## src/rtl/qspi_ram_responder_pkg.sv

```systemverilog
// Shared definitions for the serial-RAM responder.
// Opcodes, FSM encoding and helper functions.
package qspi_ram_responder_pkg;

  localparam int ADDRESS_SIZE = 24;

  localparam logic [7:0] CMD_READ  = 8'h03;
  localparam logic [7:0] CMD_WRITE = 8'h02;

  typedef enum logic [2:0] {
    ST_IDLE,
    ST_COMMAND,
    ST_ADDRESS,
    ST_READ_DATA,
    ST_WRITE_DATA,
    ST_IGNORE
  } state_e;

  function automatic logic [3:0] lane_mask(
    input logic [1:0] lane
  );
    return 4'b0001 << lane;
  endfunction

endpackage

```

## src/rtl/qspi_ram_responder_if.sv

```systemverilog
// Serial pins and SRAM macro port of the responder.
// master = host/memory side, slave = responder.
interface qspi_ram_responder_if #(
  parameter int SRAM_ADDRESS_SIZE = 9
);

  logic                         device_csb;
  logic                         device_sck;
  logic                         device_io0_read;
  logic                         device_io0_we;
  logic                         device_io1_we;
  logic                         device_io1_write;

  logic                         sram_select;
  logic                         sram_writeEnable;
  logic [3:0]                   sram_writeMask;
  logic [SRAM_ADDRESS_SIZE-1:0] sram_address;
  logic [31:0]                  sram_dataWrite;
  logic [31:0]                  sram_dataRead;

  modport master (
    output device_csb,
    output device_sck,
    output device_io0_read,
    input  device_io0_we,
    input  device_io1_we,
    input  device_io1_write,
    input  sram_select,
    input  sram_writeEnable,
    input  sram_writeMask,
    input  sram_address,
    input  sram_dataWrite,
    output sram_dataRead
  );

  modport slave (
    input  device_csb,
    input  device_sck,
    input  device_io0_read,
    output device_io0_we,
    output device_io1_we,
    output device_io1_write,
    output sram_select,
    output sram_writeEnable,
    output sram_writeMask,
    output sram_address,
    output sram_dataWrite,
    input  sram_dataRead
  );

endinterface

```

## src/rtl/serial_input_synchronizer.sv

```systemverilog
// Two-flop synchronizer with an edge register for
// rise/fall detection of an oversampled serial pin.
module serial_input_synchronizer #(
  parameter logic RST_VAL = 1'b0
) (
  input  logic clk,
  input  logic rst,
  input  logic d,
  output logic q,
  output logic rise,
  output logic fall
);

  logic s1_q, s1_d;
  logic s2_q, s2_d;
  logic prev_q, prev_d;

  always_comb begin
    s1_d   = d;
    s2_d   = s1_q;
    prev_d = s2_q;
  end

  always_ff @(posedge clk or posedge rst) begin
    if (rst) begin
      s1_q   <= RST_VAL;
      s2_q   <= RST_VAL;
      prev_q <= RST_VAL;
    end else begin
      s1_q   <= s1_d;
      s2_q   <= s2_d;
      prev_q <= prev_d;
    end
  end

  assign q    = s2_q;
  assign rise = s2_q & ~prev_q;
  assign fall = ~s2_q & prev_q;

endmodule

```

## src/rtl/qspi_ram_responder.sv

```systemverilog
// SPI read/write responder backed by a single-port SRAM macro,
// byte addressed with auto-increment and wrap.
module qspi_ram_responder
  import qspi_ram_responder_pkg::*;
#(
  parameter int SRAM_ADDRESS_SIZE = 9
) (
  input  logic                  wb_clk_i,
  input  logic                  wb_rst_i,
  qspi_ram_responder_if.slave   bus,
  output logic                  busy,
  output logic                  commandError
);

  localparam int AW = SRAM_ADDRESS_SIZE + 2;
  localparam int SW = (AW > 8) ? AW : 8;
  localparam logic [AW-1:0] ADDR_ONE = 1;
  localparam logic [4:0] CNT_BYTE = 5'd7;
  localparam logic [4:0] CNT_ADDR = 5'(ADDRESS_SIZE - 1);

  logic csb_s, csb_rise, csb_fall;
  logic sck_level_unused, sck_rise, sck_fall;
  logic io0_s, io0_rise_unused, io0_fall_unused;

  // csb sync resets low so no false fall appears after reset
  serial_input_synchronizer #(.RST_VAL(1'b0)) u_csb_sync (
    .clk  (wb_clk_i),
    .rst  (wb_rst_i),
    .d    (bus.device_csb),
    .q    (csb_s),
    .rise (csb_rise),
    .fall (csb_fall)
  );

  serial_input_synchronizer #(.RST_VAL(1'b0)) u_sck_sync (
    .clk  (wb_clk_i),
    .rst  (wb_rst_i),
    .d    (bus.device_sck),
    .q    (sck_level_unused),
    .rise (sck_rise),
    .fall (sck_fall)
  );

  serial_input_synchronizer #(.RST_VAL(1'b0)) u_io0_sync (
    .clk  (wb_clk_i),
    .rst  (wb_rst_i),
    .d    (bus.device_io0_read),
    .q    (io0_s),
    .rise (io0_rise_unused),
    .fall (io0_fall_unused)
  );

  state_e                       state_q, state_d;
  logic [4:0]                   bit_cnt_q, bit_cnt_d;
  logic [SW-2:0]                shift_q, shift_d;
  logic                         is_write_q, is_write_d;
  logic [AW-1:0]                addr_q, addr_d;
  logic [31:0]                  word_q, word_d;
  logic [7:0]                   out_shift_q, out_shift_d;
  logic                         cap_q, cap_d;
  logic                         armed_q, armed_d;
  logic                         busy_q, busy_d;
  logic                         cmd_err_q, cmd_err_d;
  logic                         io1_we_q, io1_we_d;
  logic                         io1_write_q, io1_write_d;
  logic                         sel_q, sel_d;
  logic                         we_q, we_d;
  logic [3:0]                   mask_q, mask_d;
  logic [SRAM_ADDRESS_SIZE-1:0] sram_addr_q, sram_addr_d;
  logic [31:0]                  wdata_q, wdata_d;

  logic [SW-1:0] shift_in;
  logic [AW-1:0] addr_inc;
  logic [7:0]    cur_byte;
  logic          is_rd, is_wr;

  always_comb begin
    shift_in    = {shift_q, io0_s};
    addr_inc    = addr_q + ADDR_ONE;
    cur_byte    = word_q[{addr_q[1:0], 3'b000} +: 8];
    is_rd       = (shift_in[7:0] == CMD_READ);
    is_wr       = (shift_in[7:0] == CMD_WRITE);

    state_d     = state_q;
    bit_cnt_d   = bit_cnt_q;
    shift_d     = shift_q;
    is_write_d  = is_write_q;
    addr_d      = addr_q;
    word_d      = word_q;
    out_shift_d = out_shift_q;
    io1_we_d    = io1_we_q;
    io1_write_d = io1_write_q;
    mask_d      = mask_q;
    sram_addr_d = sram_addr_q;
    wdata_d     = wdata_q;
    sel_d       = 1'b0;
    we_d        = 1'b0;
    cmd_err_d   = 1'b0;

    // read data lands one cycle after the select pulse
    cap_d       = sel_q & ~we_q;
    if (cap_q) word_d = bus.sram_dataRead;

    armed_d     = armed_q | csb_s;
    busy_d      = armed_q & ~csb_s;

    if (csb_rise) begin
      state_d     = ST_IDLE;
      bit_cnt_d   = 5'd0;
      io1_we_d    = 1'b0;
      io1_write_d = 1'b0;
    end else begin
      unique case (state_q)
        ST_IDLE: begin
          if (csb_fall) begin
            state_d   = ST_COMMAND;
            bit_cnt_d = 5'd0;
          end
        end
        ST_COMMAND: begin
          if (sck_rise) begin
            shift_d   = shift_in[SW-2:0];
            bit_cnt_d = bit_cnt_q + 5'd1;
            if (bit_cnt_q == CNT_BYTE) begin
              bit_cnt_d = 5'd0;
              unique case (1'b1)
                is_rd: begin
                  is_write_d = 1'b0;
                  state_d    = ST_ADDRESS;
                end
                is_wr: begin
                  is_write_d = 1'b1;
                  state_d    = ST_ADDRESS;
                end
                default: begin
                  state_d   = ST_IGNORE;
                  cmd_err_d = 1'b1;
                end
              endcase
            end
          end
        end
        ST_ADDRESS: begin
          if (sck_rise) begin
            shift_d   = shift_in[SW-2:0];
            bit_cnt_d = bit_cnt_q + 5'd1;
            if (bit_cnt_q == CNT_ADDR) begin
              bit_cnt_d = 5'd0;
              addr_d    = shift_in[AW-1:0];
              if (is_write_q) begin
                state_d = ST_WRITE_DATA;
              end else begin
                state_d     = ST_READ_DATA;
                io1_we_d    = 1'b1;
                sel_d       = 1'b1;
                mask_d      = 4'b0000;
                sram_addr_d = shift_in[AW-1:2];
              end
            end
          end
        end
        ST_READ_DATA: begin
          if (sck_fall) begin
            if (bit_cnt_q == 5'd0) begin
              io1_write_d = cur_byte[7];
              out_shift_d = {cur_byte[6:0], 1'b0};
            end else begin
              io1_write_d = out_shift_q[7];
              out_shift_d = {out_shift_q[6:0], 1'b0};
            end
          end else if (sck_rise) begin
            bit_cnt_d = bit_cnt_q + 5'd1;
            if (bit_cnt_q == CNT_BYTE) begin
              bit_cnt_d = 5'd0;
              addr_d    = addr_inc;
              // prefetch the next word while its first bit is pending
              if (addr_q[1:0] == 2'b11) begin
                sel_d       = 1'b1;
                mask_d      = 4'b0000;
                sram_addr_d = addr_inc[AW-1:2];
              end
            end
          end
        end
        ST_WRITE_DATA: begin
          if (sck_rise) begin
            shift_d   = shift_in[SW-2:0];
            bit_cnt_d = bit_cnt_q + 5'd1;
            if (bit_cnt_q == CNT_BYTE) begin
              bit_cnt_d   = 5'd0;
              sel_d       = 1'b1;
              we_d        = 1'b1;
              mask_d      = lane_mask(addr_q[1:0]);
              sram_addr_d = addr_q[AW-1:2];
              wdata_d     = {4{shift_in[7:0]}};
              addr_d      = addr_inc;
            end
          end
        end
        ST_IGNORE: begin
          io1_we_d = 1'b0;
        end
        default: begin
          state_d = ST_IDLE;
        end
      endcase
    end
  end

  always_ff @(posedge wb_clk_i or posedge wb_rst_i) begin
    if (wb_rst_i) begin
      state_q     <= ST_IDLE;
      bit_cnt_q   <= 5'd0;
      shift_q     <= '0;
      is_write_q  <= 1'b0;
      addr_q      <= '0;
      word_q      <= 32'd0;
      out_shift_q <= 8'd0;
      cap_q       <= 1'b0;
      armed_q     <= 1'b0;
      busy_q      <= 1'b0;
      cmd_err_q   <= 1'b0;
      io1_we_q    <= 1'b0;
      io1_write_q <= 1'b0;
      sel_q       <= 1'b0;
      we_q        <= 1'b0;
      mask_q      <= 4'd0;
      sram_addr_q <= '0;
      wdata_q     <= 32'd0;
    end else begin
      state_q     <= state_d;
      bit_cnt_q   <= bit_cnt_d;
      shift_q     <= shift_d;
      is_write_q  <= is_write_d;
      addr_q      <= addr_d;
      word_q      <= word_d;
      out_shift_q <= out_shift_d;
      cap_q       <= cap_d;
      armed_q     <= armed_d;
      busy_q      <= busy_d;
      cmd_err_q   <= cmd_err_d;
      io1_we_q    <= io1_we_d;
      io1_write_q <= io1_write_d;
      sel_q       <= sel_d;
      we_q        <= we_d;
      mask_q      <= mask_d;
      sram_addr_q <= sram_addr_d;
      wdata_q     <= wdata_d;
    end
  end

  assign bus.device_io0_we    = 1'b0;
  assign bus.device_io1_we    = io1_we_q;
  assign bus.device_io1_write = io1_write_q;
  assign bus.sram_select      = sel_q;
  assign bus.sram_writeEnable = we_q;
  assign bus.sram_writeMask   = mask_q;
  assign bus.sram_address     = sram_addr_q;
  assign bus.sram_dataWrite   = wdata_q;
  assign busy                 = busy_q;
  assign commandError         = cmd_err_q;

endmodule

```

## src/flat_wrapper.sv

```systemverilog
// flat-port wrapper written by rule: the top's interface ports become plain ports
module qspi_ram_responder_flat import qspi_ram_responder_pkg::*;
#(
  parameter int SRAM_ADDRESS_SIZE = 9
)
  (wb_clk_i, wb_rst_i, busy, commandError, bus_device_csb, bus_device_sck, bus_device_io0_read, bus_device_io0_we, bus_device_io1_we, bus_device_io1_write, bus_sram_select, bus_sram_writeEnable, bus_sram_writeMask, bus_sram_address, bus_sram_dataWrite, bus_sram_dataRead);
  qspi_ram_responder_if #(.SRAM_ADDRESS_SIZE(SRAM_ADDRESS_SIZE)) bus_i ();
  input  logic wb_clk_i;
  input  logic wb_rst_i;
  output logic busy;
  output logic commandError;
  input wire logic [$bits(bus_i.device_csb)-1:0] bus_device_csb;
  input wire logic [$bits(bus_i.device_sck)-1:0] bus_device_sck;
  input wire logic [$bits(bus_i.device_io0_read)-1:0] bus_device_io0_read;
  output wire logic [$bits(bus_i.device_io0_we)-1:0] bus_device_io0_we;
  output wire logic [$bits(bus_i.device_io1_we)-1:0] bus_device_io1_we;
  output wire logic [$bits(bus_i.device_io1_write)-1:0] bus_device_io1_write;
  output wire logic [$bits(bus_i.sram_select)-1:0] bus_sram_select;
  output wire logic [$bits(bus_i.sram_writeEnable)-1:0] bus_sram_writeEnable;
  output wire logic [$bits(bus_i.sram_writeMask)-1:0] bus_sram_writeMask;
  output wire logic [$bits(bus_i.sram_address)-1:0] bus_sram_address;
  output wire logic [$bits(bus_i.sram_dataWrite)-1:0] bus_sram_dataWrite;
  input wire logic [$bits(bus_i.sram_dataRead)-1:0] bus_sram_dataRead;
  assign bus_i.device_csb = bus_device_csb;
  assign bus_i.device_sck = bus_device_sck;
  assign bus_i.device_io0_read = bus_device_io0_read;
  assign bus_device_io0_we = bus_i.device_io0_we;
  assign bus_device_io1_we = bus_i.device_io1_we;
  assign bus_device_io1_write = bus_i.device_io1_write;
  assign bus_sram_select = bus_i.sram_select;
  assign bus_sram_writeEnable = bus_i.sram_writeEnable;
  assign bus_sram_writeMask = bus_i.sram_writeMask;
  assign bus_sram_address = bus_i.sram_address;
  assign bus_sram_dataWrite = bus_i.sram_dataWrite;
  assign bus_i.sram_dataRead = bus_sram_dataRead;
  qspi_ram_responder #(.SRAM_ADDRESS_SIZE(SRAM_ADDRESS_SIZE)) u_core (.wb_clk_i(wb_clk_i), .wb_rst_i(wb_rst_i), .bus(bus_i), .busy(busy), .commandError(commandError));
endmodule
```

## config.mk

```make
export PLATFORM = sky130hd
export DESIGN_NAME = qspi_ram_responder_flat
export DESIGN_NICKNAME = d
export VERILOG_FILES = /design/src/rtl/qspi_ram_responder_pkg.sv /design/src/rtl/qspi_ram_responder_if.sv /design/src/rtl/serial_input_synchronizer.sv /design/src/rtl/qspi_ram_responder.sv /design/src/flat_wrapper.sv
export SDC_FILE = /design/constraint.sdc
export NUM_CORES = 1
export LEC_CHECK = 0
export CAP_MARGIN = 20
export CORE_MARGIN = 4
export CORE_UTILIZATION = 40
export CTS_CLUSTER_DIAMETER = 40
export DETAILED_ROUTE_END_ITERATION = 7
export SLEW_MARGIN = 30
export SYNTH_ARGS = -nofsm -noshare
export SYNTH_HDL_FRONTEND = slang
export SYNTH_HIERARCHICAL = 1
export SYNTH_SLANG_ARGS = --single-unit
```

## constraint.sdc

```tcl
create_clock -name wb_clk_i -period 3.9 [get_ports wb_clk_i]
set_clock_uncertainty 0.05 [all_clocks]
set_input_delay 0.39 -clock wb_clk_i [delete_from_list [all_inputs] [get_ports wb_clk_i]]
set_output_delay 0.39 -clock wb_clk_i [all_outputs]
set_load 0.05 [all_outputs]
```

Figure 1. Signal wires by layer (run 1).
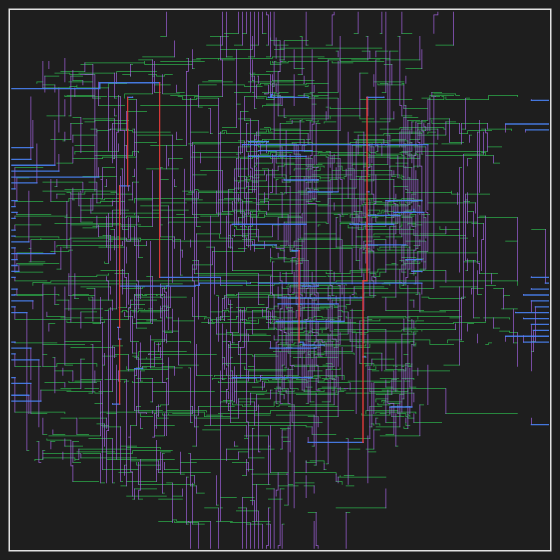
layer	colour	wire length
met1	green	5760 µm
met3	blue	605 µm
met4	red	214 µm
met2	purple	5950 µm
via count: 3961
GRT Overall Usage: 16.34%

Figure 2. The metal 1 layer (run 1).
Supply wires on this layer in grey.
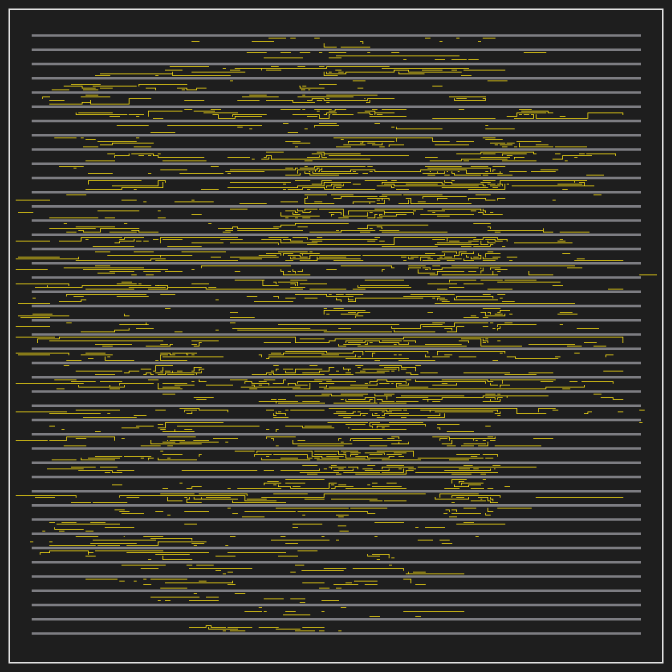
share of all routed wire	46%
wire length on this layer	5760 µm
main direction	horizontal
longest straight run	45.1 µm

==> flow_summary.toml, run 1 <==
# implementation run metrics
[power_and_ir_drop]
p_leak_nw = 2.778
peakVddDrop_uv = 310.8
total_power_mw = 4.280
powerDensity_mw_per_mm2 = 654.2

[global_routing]
grt_pass1_wl_um = 20690
grt_overflow = 0
antenna_found_initial = 0
grt_pass1_vias = 3960

[placement]
port_buffers = 87
gp_congestion = 0.8578
pre_cts_ws_ns = 1.297
dpl.hpwl_um = 8927
dp_cells = 716

[final_layout]
area.share.combinational_pct = 36.11
nNetsFinal = 594
regArea_mm2 = 0.002654
comb_area_mm2 = 0.002362
bufAreaShareNonClock_pct = 14.69
fill_cells = 1241
dominant_cells = "registers"
clkCellAreaFrac_pct = 4.150
clock_buffers = 11
seq_cells = 106
num_antenna_cells = 0
stdcell_count = 732

[worst_setup_path]
cpPeakStageDelay_ns = 0.74
cp-startpoint = "u_core/state_q[0]"
worstRegToRegCells = 5
slowest_stage = "dfrtp_1"
r2r-start = "u_core/state_q[0]"
arrival_ns = 2.82
worstPathMaxFanout = 26
path_class = "reg -> reg"
worstSetupEndpointType = "flip-flop"
timing.rr.end = "u_core/bus.sram_address[3]"
setup.worst_path.end = "u_core/bus.sram_address[3]"
required_ns = 4.09
critPathLaunchType = "flip-flop"
crit_path_cell_trace = "or3b_1 -> a22oi_1 -> a2111oi_4 -> buf_4 -> mux2_2"

[timing]
finalCritPeriodShare_pct = 67.65
rsz0062_at_grt = "false"
fmax_ghz = 0.3790
slew_violations = 0
tightest_slew_ns = 0.9584
finalHoldViolations = 0
finalSetupTns_ns = 0
setup_viol = 0
period_minus_slack_ns = 2.638

[yosys]
synth_cells = 501
avgSynthCellArea_um2 = 10.85
synth_area_mm2 = 0.005434
yosysWarnings = 6
fp_nets = 544

[floorplanning]
nWellTaps = 176
num_io_pins = 89
fp_util_pct = 40.87
die_h_um = 124.6

[cts]
cts-root-buf = "clkbuf_16"
clkLatencyLatePin_ns = 0.35
clock_sinks = 106
clk_pin_slew_worst_paths_ns = 0.07
ctsResizeCount = 0
cts_tree = "done"
numCtsBuffers = 9
clock_path_buffers = 2

[detailed_routing]
first_iter_violations = 189
wl_um = 12530
wl_per_cell_um = 17.12
drc = 0

[run]
tool_warnings = 30
drv_cap = 0

[hold_path]
min_path_type = "in -> async"

[run_status]
outcome = "completed"
Figure 3. Placed cells, one colour a class (run 1).
The bar under the picture is 20 µm long. Fill, decap, tap and diode cells in grey.
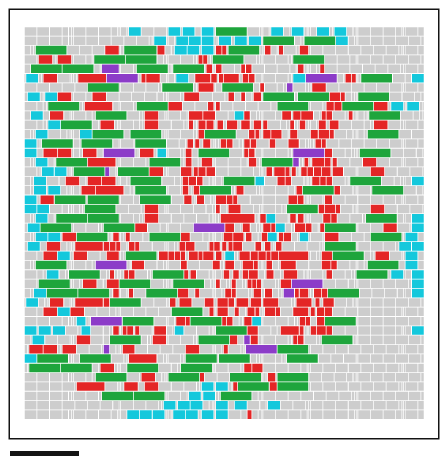
class	colour	cells
other buffers and delay cells	cyan	99
all other logic	red	335
clock drivers and dummy loads	purple	16
flip-flops	green	106
# rows: 42
sequential cell area share: 40.56%
core area: 0.01330 mm²
Util after Layout: 49.21%

==> run 1: cells in the final DEF, fill, tap and decap left out, types with 6 or more instances in the layout <==
master and n:
nor2_1 27, o21ai_0 23, nor3_1 11, nor2b_1 7, clkbuf_16 9, a21oi_1 33
buf_4 12, ha_1 6, dfrtp_1 105, nand3_1 18, mux4_2 8, mux2i_1 8
inv_1 18, mux2_2 52, nand2_1 27, and3_1 6, clkdlybuf4s50_1 87, a31oi_1 12
==> run 1: power by group <==
part	switching (mW)	internal, mW
Combinational	0.849	0.797
Clock	0.389	0.448
Sequential	0.352	1.44
==> run 1: layer usage <==
layer	GRT usage, %	vias to the layer above	wire length, µm
met5	0	-	0
met4	6.319	0	214
met3	3.002	16	604
met2	25.99	119	5953
met1	22.24	1944	5759
li1	-	1882	-
==> run 1: through the flow <==
| step | utilization (%) | hold slack (ns) | instance area [µm²] |
|---|---|---|---|
| after global placement | 47.16 | 0.2867 | 6270 |
| after CTS | 49.21 | 0.2865 | 6543 |
| after detailed placement | 47.17 | 0.2894 | 6271 |
| after floorplan | - | 0.08118 | 5434 |
| after global routing | 49.21 | 0.3053 | 6543 |
| final | 49.21 | 0.2904 | 6543 |
==> run 1: critical path: cells and delay by family (launching register included) <==
family,cells,cell delay (ns)
buffers and inverters,1,0.32
multiplexers,1,0.36
AND-OR/OR-AND,2,0.54
flip-flops,1,0.74
AND/OR/NAND/NOR,1,0.50
==> run 1: state kept, by name, summed over array words and instances, names as in the netlist, 3 cells and up <==
| register | cells |
|---|---|
| u_core/word_q | 32 |
| u_core/bus.sram_writeMask | 4 |
| u_core/addr_q | 11 |
| u_core/out_shift_q | 7 |
| u_core/state_q | 3 |
| u_core/bus.sram_address | 9 |
| u_core/bit_cnt_q | 5 |
| u_core/shift_q | 10 |
| u_core/bus.sram_dataWrite | 8 |
Figure 4. Wiring heat map (run 1).
The die is cut into 25 by 25 equal tiles; black is low, pale yellow is high, scaled to the fullest tile. Values are wire area over tile area, all layers added.
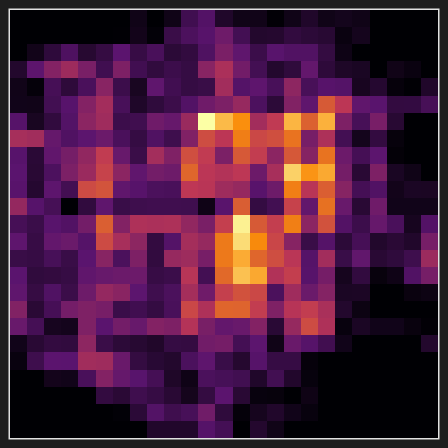

==> run 1 -> run 2 <==
==> constraint.sdc (replaced) <==
create_clock -name wb_clk_i -period 2.7 [get_ports wb_clk_i]
set_clock_uncertainty 0.05 [all_clocks]
set_input_delay 0.27 -clock wb_clk_i [delete_from_list [all_inputs] [get_ports wb_clk_i]]
set_output_delay 0.27 -clock wb_clk_i [all_outputs]
set_load 0.05 [all_outputs]
Figure 5. Wiring heat map (run 2).
The die is cut into 25 by 25 equal tiles; black is low, pale yellow is high, scaled to the fullest tile. Values are wire area over tile area, all layers added.
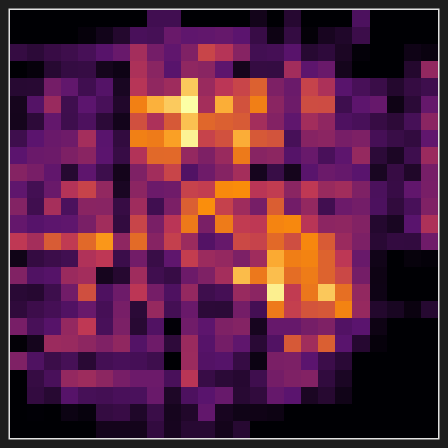
tiles over half the peak	15%
fullest tile	0.49
emptiest ninth of the die	bottom right
nearly empty tiles	16%
mean over tiles	0.13
densest ninth of the die	middle
GRT Overall Usage: 16.82%
Final Routed Wirelength: 12640 µm
routed wire length per instance: 17.03 µm
via count: 3947

==> run 2 against run 1 <==
Net effect: worst setup slack got worse by 0.98 ns; first-iteration DRC count is 100% higher; via count decreased by 0.35%; largest power group is now combinational logic.
==> flow_summary.toml, run 2 <==
# implementation run metrics
[worst_setup_path]
critPathLaunchType = "flip-flop"
arrival_ns = 2.64
worstPathMaxFanout = 15
path_class = "reg -> reg"
worstSetupEndpointType = "flip-flop"
required_ns = 2.92

[global_routing]
grt_overflow = 0
grt_pass1_wl_um = 21170
grt_start_max_net_pins = 41
grt_pass1_vias = 3964
antenna_found_initial = 0

[power_and_ir_drop]
netSwitchingPower_mw = 2.347
powerDensity_mw_per_mm2 = 957.3
switching_share_pct = 36.62
p_int_mw = 4.061
powerComb_mw = 2.55
p_leak_nw = 2.846
peakVddDrop_uv = 434.8
power_leader = "combinational logic"
p_seq_mw = 2.50
combPwrFrac_pct = 39.8
pwr-share-seq_pct = 39.1
p_clk_mw = 1.35
clkPwrFrac_pct = 21.1

[floorplanning]
dieWidth_um = 124.6
rows = 42
num_io_pins = 89
coreArea_mm2 = 0.01330
die_area_mm2 = 0.01551
die_h_um = 124.6
fp_util_pct = 40.87

[cts]
clk_pin_slew_worst_paths_ns = 0.07
clock_sinks = 106
cts-root-buf = "clkbuf_16"
ctsResizeCount = 0
cts.htree.levels = 3
ctsHoldBuffers = 0
cts_tree = "done"
numCtsBuffers = 9
postCtsSetupBuffers = 0
clock_path_buffers = 2
clkLatencyLatePin_ns = 0.35

[placement]
port_buffers = 87
dp_cells = 726
dpl.hpwl_um = 9074
pre_cts_ws_ns = 0.3108
gp_congestion = 0.8097

[final_layout]
reg_top3 = "u_core/word_q: 32 flops, u_core/addr_q: 11 flops, u_core/shift_q: 10 flops"
lay_top_count = "dfrtp_1"
final_cell_mix = "106 x dfrtp_1, 87 x clkdlybuf4s50_1, 52 x mux2_2"
stdcell_count = 742
max_flop_register = "u_core/word_q"
largest_reg_flops = 32
syn2layout_area_growth_pct = 23.16
num_antenna_cells = 0
nNetsFinal = 604
drive_above_1_share_pct = 19.43

[timing]
max_slew_margin_pct = 52.60
finalHoldViolations = 0
finalCritPeriodShare_pct = 89.43
rsz0062_at_grt = "false"
setup_viol = 0
fmax_ghz = 0.4141
tightest_slew_ns = 0.7096
slew_violations = 0
finalSetupTns_ns = 0
period_minus_slack_ns = 2.415
setup_ws_ns = 0.2854

[detailed_routing]
detail-route-antenna-nets = 0
firstDrtPassIters = 4
first_iter_violations = 378
drc = 0
routed_via_density = 5.319

[yosys]
synth_cells = 501
avgSynthCellArea_um2 = 10.85
fp_nets = 544
yosysWarnings = 6
synth_area_mm2 = 0.005434

[run]
tool_warnings = 30
drv_cap = 0

[run_status]
outcome = "completed"

[hold_path]
min_path_type = "in -> async"
Figure 6. Placed cells, one colour a class (run 2).
The bar under the picture is 20 µm long. Fill, decap, tap and diode cells in grey.
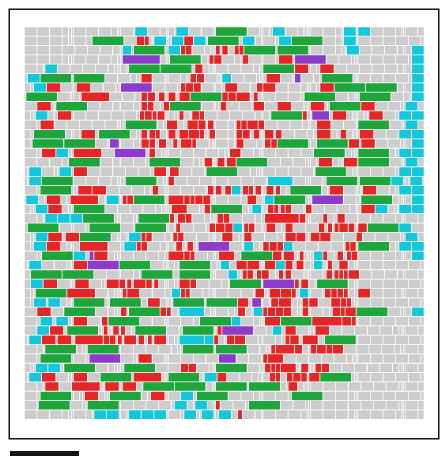
class	colour	cells
clock drivers and dummy loads	purple	16
other buffers and delay cells	cyan	109
flip-flops	green	106
all other logic	red	335
Finished Cell Area: 0.006693 mm²
sequential cell area share: 39.63%

-- run 2: worst paths after layout --
check / slack [ns] / depth (start not counted) / from / end
min: 0.15 / 2 / wb_rst_i / u_core/u_io0_sync/q
min in group wb_clk_i: 0.30 / 0 / u_core/u_io0_sync/s1_q / u_core/u_io0_sync/q
min reg2reg: 0.30 / 0 / u_core/u_io0_sync/s1_q / u_core/u_io0_sync/q
max reg2reg: 0.29 / 6 / u_core/state_q[0] / u_core/bus.sram_address[0]
max: 0.29 / 6 / u_core/state_q[0] / u_core/bus.sram_address[0]
max in group asynchronous: 1.57 / 3 / wb_rst_i / u_core/word_q[15]
-- run 2: layer usage --
layer | track usage [%] | vias up | part of all wire, %
li1 | - | 1901 | -
met1 | 22.96 | 1925 | 46
met2 | 26.56 | 109 | 47
met3 | 3.645 | 12 | 5.3
met4 | 5.867 | 0 | 1.5
met5 | 0 | - | 0
-- run 2: critical path, cell delays in order (launching register included) --
cell and delay [ns]:
dfrtp_1 0.63, or3b_1 0.51, a22oi_1 0.22, a2111oi_4 0.46, buf_4 0.28, nor2_1 0.05
a31oi_1 0.14
-- run 2: through the flow --
stage	utilization (%)	power, mW	area [µm²]	hold slack [ns]
floorplan	-	4.328	5438	-0.03882
global placement	48.01	5.043	6384	0.2871
detailed placement	48.03	5.093	6386	0.2862
CTS	50.34	6.463	6693	0.1498
global route	50.34	6.835	6693	0.1612
finish	50.34	6.407	6693	0.1480
-- run 2: cell type report --
type	instances	area [µm²]
multi-input combinational	316	2365
timing repair buffer	109	1074
inverter	19	75.07
tap	176	220.2
clock buffer	12	256.5
fill	1194	6603
sequential	106	2653
clock inverter	4	50.05
No activity file was given, so power comes from the tool's default toggle rates.
